$ cat src/rtl/intr_ctrl_n_if.sv
// Bus between the CPU interrupt-register path and intr_ctrl_n: register
// write/read port, source lines and the request/ack/done handshake.
interface intr_ctrl_n_if #(
  parameter int N_SRC = 8,
  parameter int ID_W  = (N_SRC > 1) ? $clog2(N_SRC) : 1
);
  logic              wr_en;
  logic [2:0]        wr_addr;
  logic [31:0]       wr_data;
  logic [2:0]        rd_addr;
  logic [31:0]       rd_data;
  logic [N_SRC-1:0]  irq_src;
  logic              irq_req;
  logic [ID_W-1:0]   irq_id;
  logic [31:0]       irq_vec;
  logic              irq_ack;
  logic              irq_done;
  logic              in_service;

  modport slave (
    input  wr_en, wr_addr, wr_data, rd_addr, irq_src, irq_ack, irq_done,
    output rd_data, irq_req, irq_id, irq_vec, in_service
  );

  modport master (
    output wr_en, wr_addr, wr_data, rd_addr, irq_src, irq_ack, irq_done,
    input  rd_data, irq_req, irq_id, irq_vec, in_service
  );
endinterface

$ cat src/rtl/intr_ctrl_n.sv
// N-source interrupt controller: pending/mask/mode registers, fixed
// lowest-index priority, per-source vector and a non-nesting req/ack/done FSM.
module intr_ctrl_n #(
  parameter int N_SRC      = 8,
  parameter int VEC_STRIDE = 4,
  parameter int ID_W       = (N_SRC > 1) ? $clog2(N_SRC) : 1
) (
  input  logic         clk,
  input  logic         reset_n,
  intr_ctrl_n_if.slave bus
);

  localparam logic [2:0] A_EN     = 3'd1;
  localparam logic [2:0] A_VEC    = 3'd2;
  localparam logic [2:0] A_MASK   = 3'd3;
  localparam logic [2:0] A_PEND   = 3'd4;
  localparam logic [2:0] A_MODE   = 3'd5;
  localparam logic [2:0] A_STATUS = 3'd6;

  typedef enum logic [1:0] {
    S_IDLE   = 2'd0,
    S_REQ    = 2'd1,
    S_ACTIVE = 2'd2
  } state_t;

  state_t           state_q, state_d;
  logic [ID_W-1:0]  id_q, id_d;
  logic             en_q, en_d;
  logic [31:0]      vec_q, vec_d;
  logic [N_SRC-1:0] mask_q, mask_d;
  logic [N_SRC-1:0] mode_q, mode_d;
  logic [N_SRC-1:0] pend_q, pend_d;
  logic [N_SRC-1:0] src_q;

  logic [N_SRC-1:0] eligible;
  logic [N_SRC-1:0] set_v;
  logic [N_SRC-1:0] w1c_v;
  logic [N_SRC-1:0] ack_clr;
  logic             ack_take;
  logic [31:0]      rd_data;

  function automatic logic [ID_W-1:0] prio_enc(input logic [N_SRC-1:0] v);
    logic [ID_W-1:0] r;
    r = '0;
    for (int i = N_SRC - 1; i >= 0; i--) begin
      if (v[i]) r = ID_W'(i);
    end
    return r;
  endfunction

  function automatic logic wr_hit(input logic en, input logic [2:0] addr,
                                  input logic [2:0] target);
    return en && (addr == target);
  endfunction

  assign eligible = {N_SRC{en_q}} & pend_q & mask_q;
  assign ack_take = (state_q == S_REQ) && bus.irq_ack;

  // Configuration register writes
  always_comb begin
    en_d   = en_q;
    vec_d  = vec_q;
    mask_d = mask_q;
    mode_d = mode_q;
    if (wr_hit(bus.wr_en, bus.wr_addr, A_EN))   en_d   = bus.wr_data[0];
    if (wr_hit(bus.wr_en, bus.wr_addr, A_VEC))  vec_d  = bus.wr_data;
    if (wr_hit(bus.wr_en, bus.wr_addr, A_MASK)) mask_d = bus.wr_data[N_SRC-1:0];
    if (wr_hit(bus.wr_en, bus.wr_addr, A_MODE)) mode_d = bus.wr_data[N_SRC-1:0];
  end

  // Pending: edge sources set on a rising sample, level sources set while high;
  // a set in the same cycle as any clear keeps the bit.
  always_comb begin
    set_v   = (mode_q & bus.irq_src & ~src_q) | (~mode_q & bus.irq_src);
    w1c_v   = wr_hit(bus.wr_en, bus.wr_addr, A_PEND) ? bus.wr_data[N_SRC-1:0] : '0;
    ack_clr = '0;
    if (ack_take && mode_q[id_q]) ack_clr[id_q] = 1'b1;
    pend_d  = set_v | (pend_q & ~w1c_v & ~ack_clr);
  end

  always_comb begin
    state_d = state_q;
    id_d    = id_q;
    case (state_q)
      S_IDLE: begin
        if (|eligible) begin
          state_d = S_REQ;
          id_d    = prio_enc(eligible);
        end
      end
      S_REQ: begin
        // An ack in the same cycle as a withdrawal still takes the interrupt.
        if (bus.irq_ack)           state_d = S_ACTIVE;
        else if (!eligible[id_q])  state_d = S_IDLE;
      end
      S_ACTIVE: begin
        if (bus.irq_done) state_d = S_IDLE;
      end
      default: state_d = S_IDLE;
    endcase
  end

  always_ff @(posedge clk or negedge reset_n) begin
    if (!reset_n) begin
      state_q <= S_IDLE;
      id_q    <= '0;
      en_q    <= 1'b0;
      vec_q   <= '0;
      mask_q  <= '0;
      mode_q  <= '1;
      pend_q  <= '0;
      src_q   <= '0;
    end else begin
      state_q <= state_d;
      id_q    <= id_d;
      en_q    <= en_d;
      vec_q   <= vec_d;
      mask_q  <= mask_d;
      mode_q  <= mode_d;
      pend_q  <= pend_d;
      src_q   <= bus.irq_src;
    end
  end

  always_comb begin
    rd_data = '0;
    case (bus.rd_addr)
      A_EN:     rd_data[0]         = en_q;
      A_VEC:    rd_data            = vec_q;
      A_MASK:   rd_data[N_SRC-1:0] = mask_q;
      A_PEND:   rd_data[N_SRC-1:0] = pend_q;
      A_MODE:   rd_data[N_SRC-1:0] = mode_q;
      A_STATUS: begin
        rd_data[31]       = (state_q == S_ACTIVE);
        rd_data[ID_W-1:0] = id_q;
      end
      default:  rd_data = '0;
    endcase
  end

  assign bus.rd_data    = rd_data;
  assign bus.irq_req    = (state_q == S_REQ);
  assign bus.in_service = (state_q == S_ACTIVE);
  assign bus.irq_id     = id_q;
  assign bus.irq_vec    = vec_q + (32'(id_q) * 32'(VEC_STRIDE));

endmodule

$ cat src/flat_wrapper.sv
// flat-port wrapper written by rule: the top's interface ports become plain ports
module intr_ctrl_n_flat 
#(
  parameter int N_SRC      = 8,
  parameter int VEC_STRIDE = 4,
  parameter int ID_W       = (N_SRC > 1) ? $clog2(N_SRC) : 1
)
  (clk, reset_n, bus_wr_en, bus_wr_addr, bus_wr_data, bus_rd_addr, bus_irq_src, bus_irq_ack, bus_irq_done, bus_rd_data, bus_irq_req, bus_irq_id, bus_irq_vec, bus_in_service);
  intr_ctrl_n_if #(.N_SRC(N_SRC), .ID_W(ID_W)) bus_i ();
  input  logic clk;
  input  logic reset_n;
  input wire logic [$bits(bus_i.wr_en)-1:0] bus_wr_en;
  input wire logic [$bits(bus_i.wr_addr)-1:0] bus_wr_addr;
  input wire logic [$bits(bus_i.wr_data)-1:0] bus_wr_data;
  input wire logic [$bits(bus_i.rd_addr)-1:0] bus_rd_addr;
  input wire logic [$bits(bus_i.irq_src)-1:0] bus_irq_src;
  input wire logic [$bits(bus_i.irq_ack)-1:0] bus_irq_ack;
  input wire logic [$bits(bus_i.irq_done)-1:0] bus_irq_done;
  output wire logic [$bits(bus_i.rd_data)-1:0] bus_rd_data;
  output wire logic [$bits(bus_i.irq_req)-1:0] bus_irq_req;
  output wire logic [$bits(bus_i.irq_id)-1:0] bus_irq_id;
  output wire logic [$bits(bus_i.irq_vec)-1:0] bus_irq_vec;
  output wire logic [$bits(bus_i.in_service)-1:0] bus_in_service;
  assign bus_i.wr_en = bus_wr_en;
  assign bus_i.wr_addr = bus_wr_addr;
  assign bus_i.wr_data = bus_wr_data;
  assign bus_i.rd_addr = bus_rd_addr;
  assign bus_i.irq_src = bus_irq_src;
  assign bus_i.irq_ack = bus_irq_ack;
  assign bus_i.irq_done = bus_irq_done;
  assign bus_rd_data = bus_i.rd_data;
  assign bus_irq_req = bus_i.irq_req;
  assign bus_irq_id = bus_i.irq_id;
  assign bus_irq_vec = bus_i.irq_vec;
  assign bus_in_service = bus_i.in_service;
  intr_ctrl_n #(.N_SRC(N_SRC), .VEC_STRIDE(VEC_STRIDE), .ID_W(ID_W)) u_core (.clk(clk), .reset_n(reset_n), .bus(bus_i));
endmodule
$ cat config.mk
export PLATFORM = sky130hd
export DESIGN_NAME = intr_ctrl_n_flat
export DESIGN_NICKNAME = d
export VERILOG_FILES = /design/src/rtl/intr_ctrl_n_if.sv /design/src/rtl/intr_ctrl_n.sv /design/src/flat_wrapper.sv
export SDC_FILE = /design/constraint.sdc
export NUM_CORES = 1
export LEC_CHECK = 0
export CAP_MARGIN = 5
export CORE_UTILIZATION = 45
export DETAILED_ROUTE_END_ITERATION = 8
export PLACE_DENSITY_LB_ADDON = 0.25
export SETUP_SLACK_MARGIN = 0.5
export SYNTH_ARGS = -nofsm -noshare
export SYNTH_HDL_FRONTEND = slang
export SYNTH_SLANG_ARGS = --single-unit
$ cat constraint.sdc
create_clock -name clk -period 7 [get_ports clk]
set_input_delay 2.1 -clock clk [delete_from_list [all_inputs] [get_ports clk]]
set_output_delay 2.1 -clock clk [all_outputs]
set_load 0.01 [all_outputs]
Signal wires by layer:
Two of the layers only.
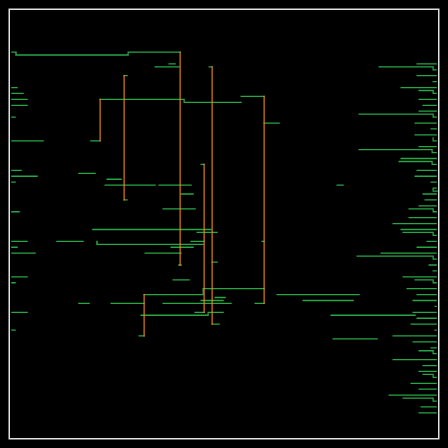
legend:
  green:
    layer: M3
    wire_length: 751 um
  orange:
    layer: M4
    wire_length: 237 um

Signal wires on met4:
Scale bar: 20 um.
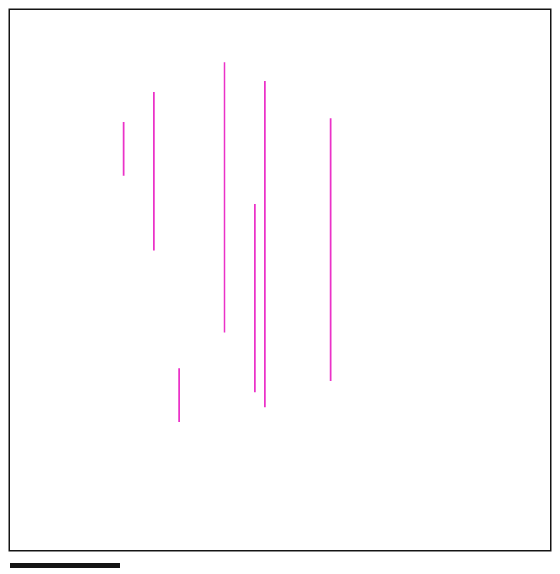
nets with wire on the layer: 5
longest straight run: 59.2 um

Track usage over the die:
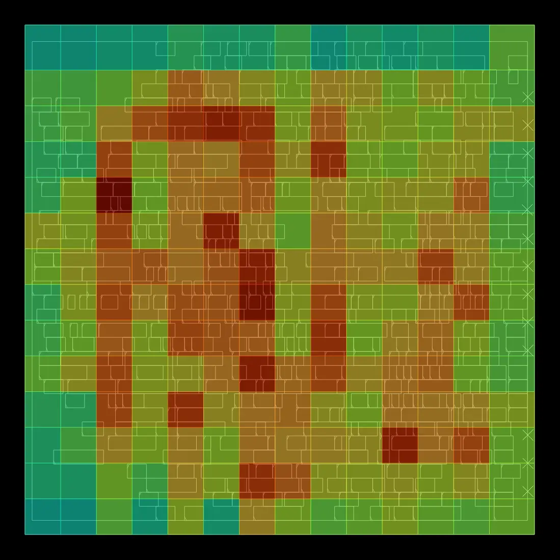
WL per Instance: 18.4 um
post-layout util: 0.641
layer with the highest usage: met2

Gate-type map:
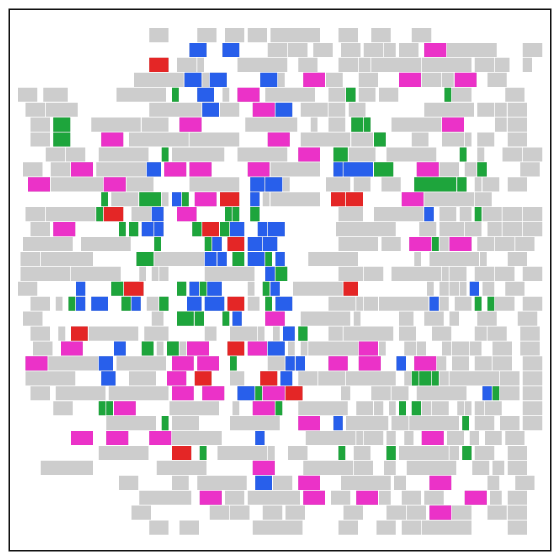
legend:
  blue:
    family: aoi and oai cells
    cells: 57
  green:
    family: nand cells
    cells: 67
  red:
    family: non-inverting ao/oa cells
    cells: 16
  magenta:
    family: mux cells
    cells: 54
    where: all over the die

Where the registers sit:
Scale bar: 20 um. Other sequential cells in the stronger gray, the rest of the logic in the fainter gray.
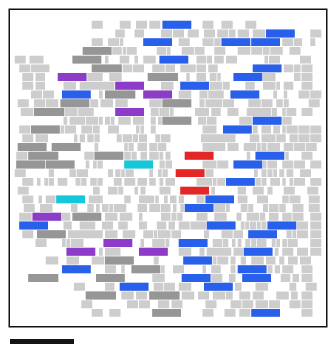
legend:
  red:
    netlist_name: u_core.bus.irq_id
    sequential_cells: 3
  blue:
    netlist_name: u_core.vec_q
    sequential_cells: 32
  cyan:
    netlist_name: u_core.state_q
    sequential_cells: 2
  purple:
    netlist_name: u_core.mask_q
    sequential_cells: 8
not colored: 25

==> flow_metrics.py <==
# Physical implementation metrics
metrics = {
    "worst_setup_path": {
        "crit_arrival_ps": 4190,
    },
    "clocking": {
        "cts_tree": "done",
        "numCtsBuffers": 9,
    },
    "pwr": {
        "comb_cell_power_mw": 0.620,
        "power_leader": "sequential cells",
        "intPower_mw": 1.09,
    },
    "synth": {
        "ys_chip_area_um2": 4180,
        "avgSynthCellArea_um2": 10.3,
        "synthArstFlopShare": 1.00,
        "ys_seq_frac": 0.421,
        "synthTopCellsByArea": "dfrtp_1, mux2_2, dfstp_2",
        "syn_inst": 407,
    },
    "placed_design": {
        "post-place-cells": 617,
        "dp_hpwl_um": 8580,
        "gp_congestion": 0.905,
    },
    "status": {
        "violations": "design-rule violations",
        "status": "finished, violations left",
    },
    "floorplan": {
        "core_area_um2": 8850,
        "die_x_um": 98.4,
        "chipArea_um2": 9680,
        "pin_count": 120,
    },
    "flow_run": {
        "log.warning_count": 26,
    },
    "sta": {
        "hold_viol_final": 0,
        "fmax_ghz": 0.159,
        "finalCriticalPeriod_ps": 6290,
        "whs_ps": 466,
        "maxSlewViolCount": 0,
    },
    "cells_and_area": {
        "final_common_cell": "clkdlybuf4s50_1",
        "seq_share": 0.311,
        "nonClockBufferCount": 123,
        "regMostFlops": "u_core.vec_q",
        "n_clock_buffer": 11,
        "comb_area_frac": 0.397,
    },
    "grt": {
        "grt_usage": 0.252,
    },
    "hold_path": {
        "hp-start": "u_core.src_q[2]",
        "holdPathStages": 1,
    },
    "route": {
        "drc_errors": 13,
    },
}
cells by family (layout without fill, tap and decap cells):
logic type,Yosys count,in the layout,synth area share
AND/OR/NAND/NOR,141,141,0.192
adder cells (fa/ha/maj),4,4,0.0138
AND-OR/OR-AND,73,73,0.128
multiplexers,54,54,0.144
XOR/XNOR,28,28,0.0586
buffers and inverters,37,155,0.0431
flip-flops,70,70,0.421
what timing repair did:
action	CTS	global route
resized	0	1
buffers inserted	0	0
setup endpoints to repair	0	4
routing by layer:
metal	vias up	wire [um]	global-route usage
met2	147	5690	0.423
met4	0	237	0.0896
met3	20	751	0.0411
met1	1832	4980	0.333
li1	1717	-	-
met5	-	0	0
critical path, stage by stage:
cell	delay, ps
clkdlybuf4s50_1	510
inv_1	90
nor2_1	600
a221oi_1	210
nor2_1	130
clkdlybuf4s50_1	550
Power figures rest on the tool's default switching activity, not on a simulated workload.
